==> images/cell_density.png <==
The die is cut into 12 by 12 equal tiles; dark blue is low, red is high, 0 to 100% covered.
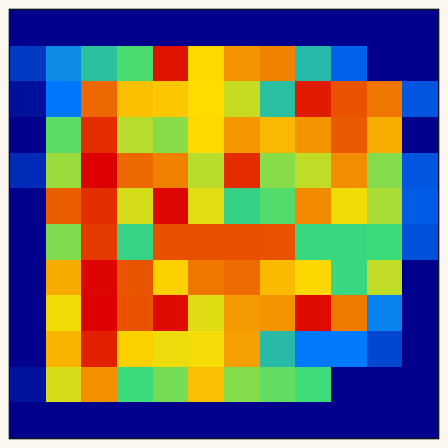
==> images/clk_routes.png <==
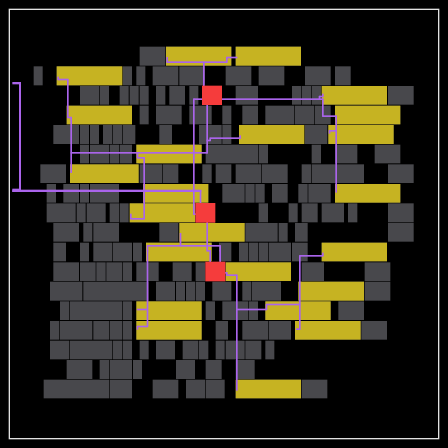
==> images/logic_types.png <==
Bar = 20 um.
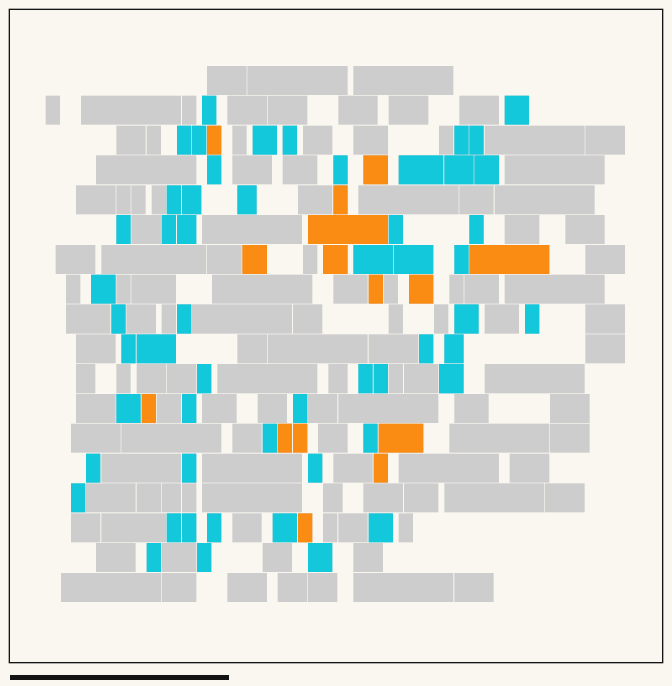
==> images/congestion.png <==
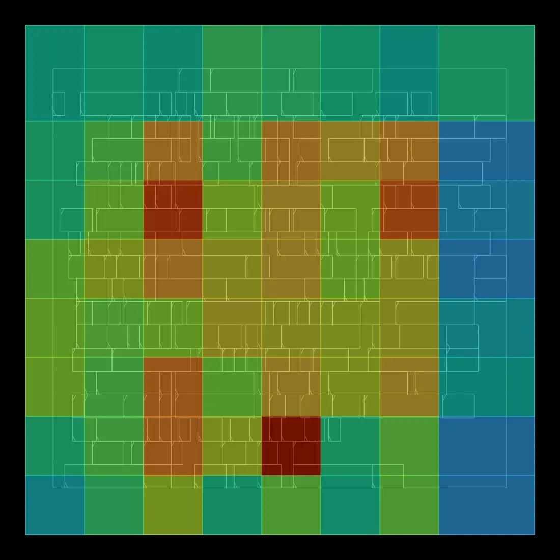
==> images/wires.png <==
Bar = 20 um.
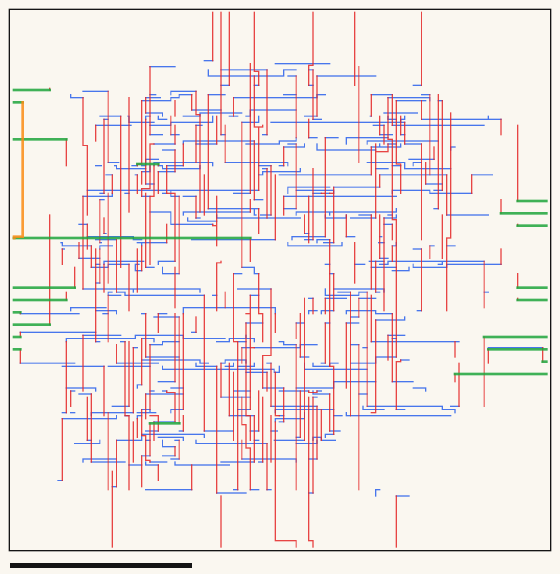
$ cat config.mk
export PLATFORM = sky130hd
export DESIGN_NAME = turnstile_controller
export DESIGN_NICKNAME = d
export VERILOG_FILES = /design/src/rtl/turnstile_controller.sv
export SDC_FILE = /design/constraint.sdc
export NUM_CORES = 1
export LEC_CHECK = 0
export ABC_AREA = 1
export CAP_MARGIN = 30
export CORE_MARGIN = 3
export CORE_UTILIZATION = 44
export DETAILED_ROUTE_END_ITERATION = 6
export HOLD_SLACK_MARGIN = 0.02
export PLACE_DENSITY_LB_ADDON = 0.3
export REMOVE_ABC_BUFFERS = 1
export SLEW_MARGIN = 20
export SYNTH_ARGS = -nofsm -noshare
export SYNTH_HDL_FRONTEND = slang
export SYNTH_SLANG_ARGS = --single-unit
$ cat constraint.sdc
create_clock -name clk -period 1.97 [get_ports clk]
set_input_delay 0.394 -clock clk [delete_from_list [all_inputs] [get_ports clk]]
set_output_delay 0.394 -clock clk [all_outputs]
set_load 0.02 [all_outputs]
$ cat src/rtl/turnstile_controller.sv
// Coin/card turnstile: round-robin payment arbiter, credit counter, gate FSM.
// Optional idle auto-close when GATE_TIMEOUT_EN is defined.
module turnstile_controller #(
  parameter int CREDIT_W       = 4,
  parameter int PASS_W         = 16,
  parameter int TIMEOUT_CYCLES = 100
) (
  input  logic                clk,
  input  logic                rst,
  input  logic [1:0]          pay_req,
  output logic [1:0]          pay_gnt,
  input  logic                turn,
  output logic                gate_open,
  output logic [CREDIT_W-1:0] credit,
  output logic [PASS_W-1:0]   pass_count,
  output logic                alarm,
  output logic                timeout
);

  typedef enum logic {
    CLOSED = 1'b0,
    OPENED = 1'b1
  } state_e;

  localparam logic [CREDIT_W-1:0] CMAX = '1;

  state_e              state_q, state_d;
  logic [CREDIT_W-1:0] credit_q, credit_d;
  logic [PASS_W-1:0]   pass_q, pass_d;
  logic                alarm_q, alarm_d;
  logic                last_q, last_d;
  logic                consume;
  logic                allow;
  logic                granted;

`ifdef GATE_TIMEOUT_EN
  localparam logic [15:0] TLIM = 16'(TIMEOUT_CYCLES);
  logic [15:0] idle_q, idle_d;
  logic        tout_q, tout_d;
`else
  localparam int unused_tmo = TIMEOUT_CYCLES;
`endif

  // last_q=1 means card was granted most recently, so coin is favoured
  always_comb begin
    consume = (state_q == CLOSED) && (credit_q != '0);
    allow   = !rst && ((credit_q != CMAX) || consume);
    pay_gnt = 2'b00;
    if (allow) begin
      case (pay_req)
        2'b01:   pay_gnt = 2'b01;
        2'b10:   pay_gnt = 2'b10;
        2'b11:   pay_gnt = last_q ? 2'b01 : 2'b10;
        default: pay_gnt = 2'b00;
      endcase
    end
    granted = |pay_gnt;
  end

  always_comb begin
    state_d  = state_q;
    pass_d   = pass_q;
    alarm_d  = 1'b0;
    credit_d = credit_q;
    last_d   = last_q;
`ifdef GATE_TIMEOUT_EN
    idle_d   = idle_q;
    tout_d   = 1'b0;
`endif
    if (granted && !consume) begin
      credit_d = credit_q + CREDIT_W'(1);
    end else if (!granted && consume) begin
      credit_d = credit_q - CREDIT_W'(1);
    end
    if (pay_gnt[0]) begin
      last_d = 1'b0;
    end else if (pay_gnt[1]) begin
      last_d = 1'b1;
    end
    case (state_q)
      CLOSED: begin
        alarm_d = turn;
        if (consume) begin
          state_d = OPENED;
        end
`ifdef GATE_TIMEOUT_EN
        idle_d = '0;
`endif
      end
      OPENED: begin
        if (turn) begin
          state_d = CLOSED;
          pass_d  = pass_q + PASS_W'(1);
`ifdef GATE_TIMEOUT_EN
          idle_d  = '0;
        end else if (idle_q + 16'd1 == TLIM) begin
          state_d = CLOSED;
          tout_d  = 1'b1;
          idle_d  = '0;
        end else begin
          idle_d  = idle_q + 16'd1;
`endif
        end
      end
      default: state_d = CLOSED;
    endcase
  end

  always_ff @(posedge clk or posedge rst) begin
    if (rst) begin
      state_q  <= CLOSED;
      credit_q <= '0;
      pass_q   <= '0;
      alarm_q  <= 1'b0;
      last_q   <= 1'b1;
`ifdef GATE_TIMEOUT_EN
      idle_q   <= '0;
      tout_q   <= 1'b0;
`endif
    end else begin
      state_q  <= state_d;
      credit_q <= credit_d;
      pass_q   <= pass_d;
      alarm_q  <= alarm_d;
      last_q   <= last_d;
`ifdef GATE_TIMEOUT_EN
      idle_q   <= idle_d;
      tout_q   <= tout_d;
`endif
    end
  end

  assign gate_open  = (state_q == OPENED);
  assign credit     = credit_q;
  assign pass_count = pass_q;
  assign alarm      = alarm_q;
`ifdef GATE_TIMEOUT_EN
  assign timeout    = tout_q;
`else
  assign timeout    = 1'b0;
`endif

endmodule

==> impl_metrics.tcl <==
# place-and-route summary
set metrics [dict create \
    crit_type "register to register" \
    globalRoute.totalOverflow 0 \
    antenna_found_initial 0 \
    syn_area_sq_mm 0.001257 \
    leakage_nw 0.9325 \
    setup_violations 0 \
    vdd.ir_drop.worst_v 0.001173 \
    synth_warnings 0 \
    layout-drive-gt1-share_pct 24.60 \
    crit_fanout 3 \
    hold_violations 0 \
    synth_cells 140 \
    drc 0 \
    htreeDepth 1 \
    die_w_um 59.46 \
    fp.dieArea_sq_mm 0.003535 \
    cts.reportedPaths.clkPinSlew_ns 0.13 \
    clockBufferDepth 2 \
    p_per_area_mw_per_mm2 1258 \
    holdWs_ns 0.4465 \
    nets 198 \
    cts_num_sinks 23 \
    tool_warnings 26 \
    viasPerCell 4.797 \
    cp.required_ns 2.22 \
    status "finished, final reports clean" \
    rsz0062_at_grt "true" \
    cts_made_buffers 3 \
    dp_slack_ns -0.4021 \
    end_kind "register" \
    grt_pass1_wl_um 4333 \
    ys_seq_share_pct 45.87 \
    area_growth_syn_to_layout_pct 40.40 \
    hp-class "input pin to async pin" \
    drv_cap 0 \
    drt-initial-drc-count 34 \
    antenna_cells 0 \
    max_freq_mhz 517.5 \
    ys_types 25 \
    grt_max_degree 14 \
    drv_slew 0 \
    placementRows 18 \
    cts_tree "yes" \
    yosys_area_sq_mm 0.001257 \
    ys_ff 23 \
    first_pass_iters 4 \
    fin_ws_ns 0.03778 \
    start_kind "register" \
    antenna_left 0 \
    grt_pass1_vias 1065 \
    numPortBuffers 28 \
    fin_crit_sh_pct 98.08 \
    arrival_ns 2.18 \
    post-route-min-period_ns 1.932 \
    die_h_um 59.46 \
    fillers 200 \
    total_power_mw 2.220 \
    gp_congestion 0.7774 \
    yosys_cells 140 \
    root_buffer "clkbuf_4" \
    ios 30 \
    hpwl_um 1985 \
    syn_area_per_cell_sq_um 8.982 \
]
-- cell_density.png (at the start) --
densest ninth of the die: centre
emptiest ninth of the die: lower right
mean over tiles: 49%
nearly empty tiles: 27%
fullest tile: 100%
final design utilization: 68.16%
Core ar.: 0.002590 sq mm
FP Util: 48.55%

-- clk_routes.png (at the start) --
legend:
  red:
    item: clock drivers
    count: 3
  yellow:
    item: flip-flops
    count: 23
  purple:
    item: clock wires
    length: 253 um
routed clock nets: 4
Worst Skew: 0.01141 ns
clock share of power: 9.5%
clk pwr: 0.211 mW
Worst-Skew Late Latency: 0.31 ns

-- logic_types.png (at the start) --
legend:
  cyan:
    family: nand cells
    cells: 54
  orange:
    family: nor cells
    cells: 15
combinational share of cell area: 36.43%
final non-filler cell total: 217
dominant logic cell type in the layout: nand2_1

-- congestion.png (at the start) --
post-DR wirelength/cell: 11.39 um
met1 Track Usage GR: 19.81%

-- wires.png (at the start) --
legend:
  orange:
    layer: metal 4
    wire_length: 15.9 um
  green:
    layer: metal 3
    wire_length: 102 um
  red:
    layer: metal 2
    wire_length: 1350 um
  blue:
    layer: metal 1
    wire_length: 1000 um
routed wire length: 2472 um
GR Util All Layers: 16.36%
via count: 1041

## sequential cells by signal, indices dropped and copies added, names as in the netlist
name / flops
alarm: 1
credit: 4
gate_open: 1
last_q: 1
pass_count: 16
## synth_stat cells (all sizes together)
master	n	area (sq um)
nand3b	1	7.510
nand3	7	45.04
o21ai	2	10.01
nand4	4	25.02
dfstp	1	26.28
nand2b	1	6.260
inv	21	78.83
a21boi	1	7.510
xnor2	10	87.58
nor2	15	106.4
ha	4	50.05
or2	1	6.260
buf	1	7.510
conb	1	3.750
dfrtp	22	550.5
xor2	6	52.55
nand2	41	166.4
fa	1	20.02
## metal layers
layer,track usage [%],vias to the layer above,part of all wire (%)
li1,-,519,-
met1,19.81,498,40
met2,28.24,22,55
met3,2.614,2,4.1
met4,7.443,0,0.61
met5,0,-,0
## metrics by stage
step	std cells	cell area (sq um)	TNS [ns]	util (%)
floorplan	139	1250	-0.6849	-
global placement	207	1643	-1.117	63.43
detailed placement	207	1643	-1.414	63.43
CTS	213	1702	0	65.70
global route	217	1765	-0.2110	68.16
finish	217	1765	0	68.16
## path summary, 6_finish.rpt
check	start	endpoint	slack (ns)	cells after the start
max reg2reg	credit[1]	credit[3]	0.04	14
min reg2reg	pass_count[5]	pass_count[5]	0.50	1
max	credit[1]	credit[3]	0.04	14
min in group clk	pass_count[5]	pass_count[5]	0.50	1
max in group asynchronous	rst	last_q	1.28	3
min	rst	credit[1]	0.45	3
## worst max-delay path, cell delays in order, from the launching register on
cell and delay (ns):
dfrtp_1 0.43, nor2_1 0.11, nand2_1 0.07, nand2_2 0.08
nand2_2 0.07, nand4_1 0.11, nand2_2 0.08, ha_4 0.17
inv_4 0.07, ha_4 0.19, or2_0 0.19, nand2_1 0.07
xnor2_1 0.11, nand2_1 0.06, nand2_1 0.05
## report_power, final
group          switching (mW)  internal [mW]
Combinational           0.636          0.663
Clock                   0.135         0.0757
Sequential              0.109          0.601
Total                   0.880           1.34
## cell families (layout without fill, tap and decap cells)
kind of cell	count (synthesis)	in the layout	synth area share, %
flip-flops	23	23	45.87
AND/OR/NAND/NOR	70	70	28.86
adder cells (fa/ha/maj)	5	5	5.572
AND-OR/OR-AND	3	3	1.393
XOR/XNOR	16	16	11.14
other	1	1	0.2982
buffers and inverters	22	69	6.866
## area by class of cell
| type | count | area (sq um) | area share [%] |
|---|---|---|---|
| multi-input cells | 95 | 643.1 | 36.43 |
| flip-flops and latches | 23 | 576.8 | 32.67 |
| repair buffers | 44 | 399.1 | 22.61 |
| inverters | 21 | 81.33 | 4.607 |
| well taps | 30 | 37.54 | 2.126 |
| clock buffers | 3 | 22.52 | 1.276 |
| clock inverters | 1 | 5.005 | 0.2835 |
## layout by cell type (no fill, tap or decap), drive strengths merged
cell type,count
ha,4
conb,1
xnor2,10
clkdlybuf4s50,25
nand3,7
nor2,15
dfrtp,22
or2,1
nand2,41
o21ai,2
a21boi,1
fa,1
inv,21
nand4,4
buf,17
xor2,6
nand3b,1
clkbuf,4
dfstp,1
dlymetal6s2s,1
clkinv,1
nand2b,1
## timing repair
action	4_1_cts	5_1_grt
hold buffers	0	0
gates resized	11	11
pin swaps	2	6
cloned	0	0
buffers inserted	2	4
setup endpoints to repair	4	4
Power and IR drop assume default switching activity.
